Run 1, routing congestion map:
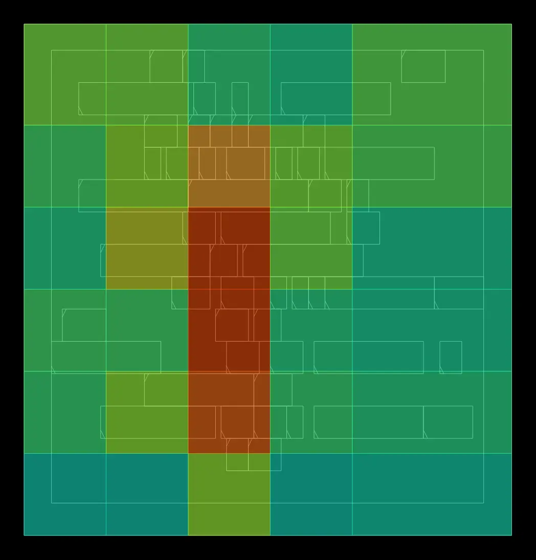
Run 1, signal metal coverage by tile:
The bar under the picture is 10 um long. The die is cut into 8 by 9 equal tiles; white is low, dark blue is high, scaled to the fullest tile. Values are wire area over tile area, all layers added.
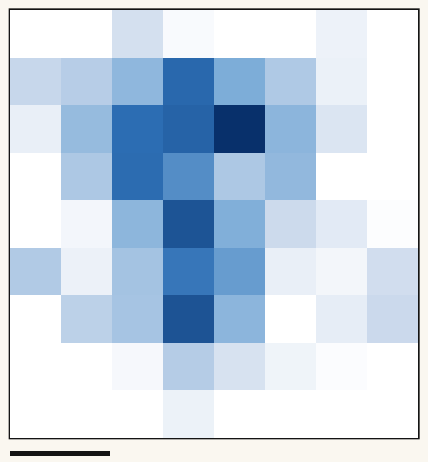
Run 1, sequential cells coloured by netlist name:
Other sequential cells in the stronger grey, the rest of the logic in the fainter grey.
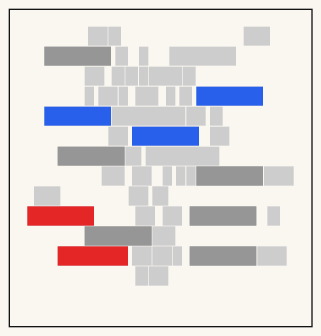
<file path="config.mk">
export PLATFORM = sky130hd
export DESIGN_NAME = button_debouncer
export DESIGN_NICKNAME = d
export VERILOG_FILES = /design/src/rtl/button_debouncer_pkg.sv /design/src/rtl/button_debouncer_sync_ff.sv /design/src/rtl/button_debouncer.sv
export SDC_FILE = /design/constraint.sdc
export NUM_CORES = 1
export LEC_CHECK = 0
export CORE_AREA = 2 2 39 41
export CTS_CLUSTER_DIAMETER = 30
export DETAILED_ROUTE_END_ITERATION = 7
export DIE_AREA = 0 0 41 43
export GPL_TIMING_DRIVEN = 0
export SYNTH_ARGS = -nofsm -noshare
export SYNTH_HDL_FRONTEND = slang
export SYNTH_SLANG_ARGS = --single-unit
</file>
<file path="constraint.sdc">
create_clock -name clk -period 1.2 [get_ports clk]
set_clock_uncertainty 0.15 [all_clocks]
set_input_delay 0.3 -clock clk [delete_from_list [all_inputs] [get_ports clk]]
set_output_delay 0.3 -clock clk [all_outputs]
set_load 0.01 [all_outputs]
</file>
<file path="src/rtl/button_debouncer_pkg.sv">
// button_debouncer_pkg: shared FSM state encodings and the simulation debounce default
package button_debouncer_pkg;

    typedef enum logic [1:0] {
        ST_STABLE_LO = 2'd0,
        ST_CHECK_HI  = 2'd1,
        ST_STABLE_HI = 2'd2,
        ST_CHECK_LO  = 2'd3
    } state_t;

    // Board builds override this with 500000.
    localparam int DEBOUNCE_CYCLES_DEF = 4;

endpackage

</file>
<file path="src/rtl/button_debouncer_sync_ff.sv">
// sync_ff: N-stage flop synchroniser for an asynchronous single-bit input
module sync_ff #(
    parameter int N = 2
) (
    input  logic clk,
    input  logic rst,
    input  logic d,
    output logic q
);

    logic [N-1:0] s;

    always_ff @(posedge clk or negedge rst)
        if (!rst) s <= '0;
        else      s <= {s[N-2:0], d};

    assign q = s[N-1];

endmodule

</file>
<file path="src/rtl/button_debouncer.sv">
// button_debouncer: synchronises a raw button and accepts a level only after it stays stable
module button_debouncer
    import button_debouncer_pkg::*;
#(
    parameter  int DEBOUNCE_CYCLES = DEBOUNCE_CYCLES_DEF,
    parameter  int SYNC_STAGES     = 2,
    localparam int CNT_W           = $clog2(DEBOUNCE_CYCLES + 1)
) (
    input  logic clk,
    input  logic rst,
    input  logic btn_in,
    output logic btn_clean,
    output logic btn_rise,
    output logic btn_fall,
    output logic busy
);

    localparam logic [CNT_W-1:0] CNT_MAX = CNT_W'(DEBOUNCE_CYCLES - 1);

    state_t           state;
    logic [CNT_W-1:0] cnt;
    logic             btn_sync;

    sync_ff #(.N(SYNC_STAGES)) u_sync (
        .clk (clk),
        .rst (rst),
        .d   (btn_in),
        .q   (btn_sync)
    );

    always_ff @(posedge clk or negedge rst) begin
        if (!rst) begin
            state     <= ST_STABLE_LO;
            cnt       <= '0;
            btn_clean <= 1'b0;
            btn_rise  <= 1'b0;
            btn_fall  <= 1'b0;
            busy      <= 1'b0;
        end else begin
            btn_rise <= 1'b0;
            btn_fall <= 1'b0;
            case (state)
                ST_STABLE_LO:
                    if (btn_sync) begin
                        state <= ST_CHECK_HI;
                        cnt   <= '0;
                        busy  <= 1'b1;
                    end
                ST_CHECK_HI:
                    if (!btn_sync) begin
                        state <= ST_STABLE_LO;
                        cnt   <= '0;
                        busy  <= 1'b0;
                    end else if (cnt == CNT_MAX) begin
                        state     <= ST_STABLE_HI;
                        cnt       <= '0;
                        busy      <= 1'b0;
                        btn_clean <= 1'b1;
                        btn_rise  <= 1'b1;
                    end else begin
                        cnt <= cnt + 1'b1;
                    end
                ST_STABLE_HI:
                    if (!btn_sync) begin
                        state <= ST_CHECK_LO;
                        cnt   <= '0;
                        busy  <= 1'b1;
                    end
                ST_CHECK_LO:
                    if (btn_sync) begin
                        state <= ST_STABLE_HI;
                        cnt   <= '0;
                        busy  <= 1'b0;
                    end else if (cnt == CNT_MAX) begin
                        state     <= ST_STABLE_LO;
                        cnt       <= '0;
                        busy      <= 1'b0;
                        btn_clean <= 1'b0;
                        btn_fall  <= 1'b1;
                    end else begin
                        cnt <= cnt + 1'b1;
                    end
                default: begin
                    state <= ST_STABLE_LO;
                    cnt   <= '0;
                    busy  <= 1'b0;
                end
            endcase
        end
    end

endmodule
</file>
==> job_summary.md, run 1 <==
## PnR job results

| Metric | Value |
|---|---|
| Synth Net Count | `43` |
| Final period utilization | `108%` |
| Clock slew at reported path FFs | `0.07 ns` |
| EDFF count, synth | `0` |
| Row cnt | `14` |
| Non-Clock Buffer Count | `13` |
| FP Util | `32.8%` |
| Mapped Area | `454 um2` |
| DR top layer | `met4` |
| Final WS setup | `-0.0982 ns` |
| Die footprint | `1760 um2` |
| P&R area growth vs syn | `42.4%` |
| Sequential Area | `277 um2` |
| Ao+oa area frac | `13.2%` |
| Xor+xnor area frac | `5.51%` |
| Normalized max-slew margin | `66.6%` |
| Failing checks | `setup timing` |
| Status | `finished, violations left` |
| Top Ports | `7` |
| CP max stage cell | `dfrtp_1` |
| Final setup vio count | `6` |
| Max Fclk | `770 MHz` |
| Unrepaired setup endpoints after global routing | `true` |
| MI comb area | `214 um2` |
## Picture notes: 'routing congestion map'
final core occ: 46.7%
met1 Use GR: 15.8%
DR WL/cell: 11.1 um
met3 usage: 4.71%
met2 Use GR: 14.7%

## Picture notes: 'signal metal coverage by tile'
densest ninth of the die: centre
fullest tile: 0.31
emptiest ninth of the die: south-east
tiles over half the peak: 14%
nearly empty tiles: 35%

## Picture notes: 'sequential cells coloured by netlist name'
legend:
  `u_sync.s`:
    colour: red
    placed_flops: 2
  `cnt`:
    colour: blue
    placed_flops: 3
not coloured: 6

Run 1, I/O nets highlighted:
The bar under the picture is 10 um long.
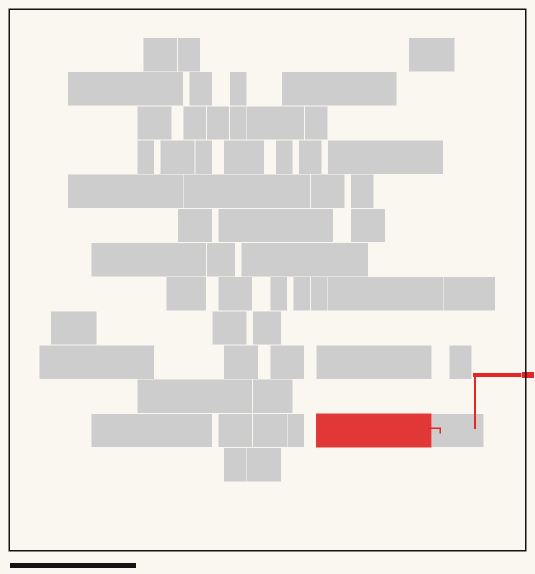

==> run 1 -> run 2 <==
--- a/config.mk
+++ b/config.mk
@@ -10,6 +10,7 @@
 export DETAILED_ROUTE_END_ITERATION = 7
 export DIE_AREA = 0 0 41 43
 export GPL_TIMING_DRIVEN = 0
+export SKIP_CTS_REPAIR_TIMING = 1
 export SYNTH_ARGS = -nofsm -noshare
 export SYNTH_HDL_FRONTEND = slang
 export SYNTH_SLANG_ARGS = --single-unit
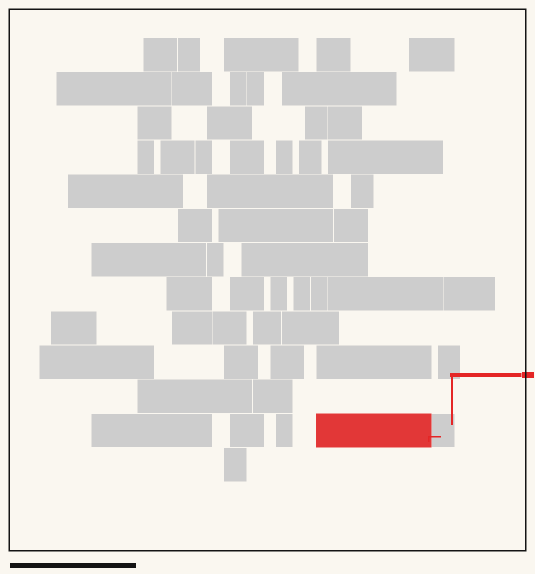
Run 2: I/O nets highlighted
The bar under the picture is 10 um long.
legend:
  `btn_fall`:
    colour: red
    bits: 1
    direction: output
    edge: east
    end_cells: 1
    buffers: 1
    wire: 10.6 um
Top Ports: 7
I/O Buffers: 6

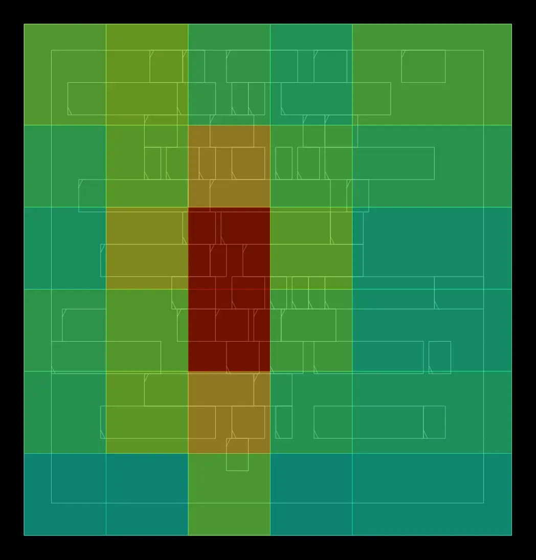
Run 2: routing congestion map
GRT Max-Usage Layer: met1
final core occ: 47.6%

==> job_summary.md, run 2 <==
## PnR job results

| Metric | Value |
|---|---|
| Detailed Place HPWL | `511 um` |
| Final setup vio count | `9 (+3)` |
| Most common cell on crit path | `nand2_1` |
| P&R area growth vs syn | `45.2%` |
| Sequential Area | `277 um2 (unchanged)` |
| Synth Net Count | `43 (unchanged)` |
| EDFF count, synth | `0 (unchanged)` |
| Status | `finished, violations left` |
| Final WS setup | `-0.121 ns (-0.0225 ns)` |
| MI comb cells | `25` |
| Normalized max-slew margin | `66.1% (-0.47 points)` |
| Sink Count | `11` |
| Met2 Use GR | `11.9% (-2.8 points)` |
| Xor+xnor area frac | `5.51% (unchanged)` |
| Ao+oa area frac | `13.2% (unchanged)` |
| CP max stage cell | `dfrtp_1` |
| Clk. pwr | `0.000250 W` |
| Clock slew at reported path FFs | `0.07 ns (about the same)` |
| Met3 WL post-DR | `32 um` |
| Combinational power | `0.000546 W` |
| Unrepaired setup endpoints after global routing | `true` |
| H-tree depth | `1` |
| MI comb area | `233 um2 (+8.8%)` |
| Max Fclk | `757 MHz (-1.7%)` |
| Mapped Area | `454 um2 (unchanged)` |
| Non-Clock Buffer Count | `13 (unchanged)` |
| Vias in the first global route | `264` |
| DR WL/cell | `13.1 um (+18%)` |
| Top pwr grp | `combinational cells` |
| Die footprint | `1760 um2 (unchanged)` |
| Row cnt | `14 (unchanged)` |
| Path type of the worst setup path | `register to register` |
| Post-synth top cells | `dfrtp_1, nand2_1, nor2_1` |
| Met2 WL post-DR | `466 um` |
| RePlAce Congestion | `0.774` |
| FP Util | `32.8% (unchanged)` |
| Final period utilization | `110% (+1.9 points)` |
| DR top layer | `met4` |
| Fraction of area in registers | `41.9%` |
| Met3 usage | `4.71% (unchanged)` |
| Met1 Use GR | `14.2% (-1.6 points)` |
| Failing checks | `setup timing` |
Power is estimated from default activity; no workload was simulated.
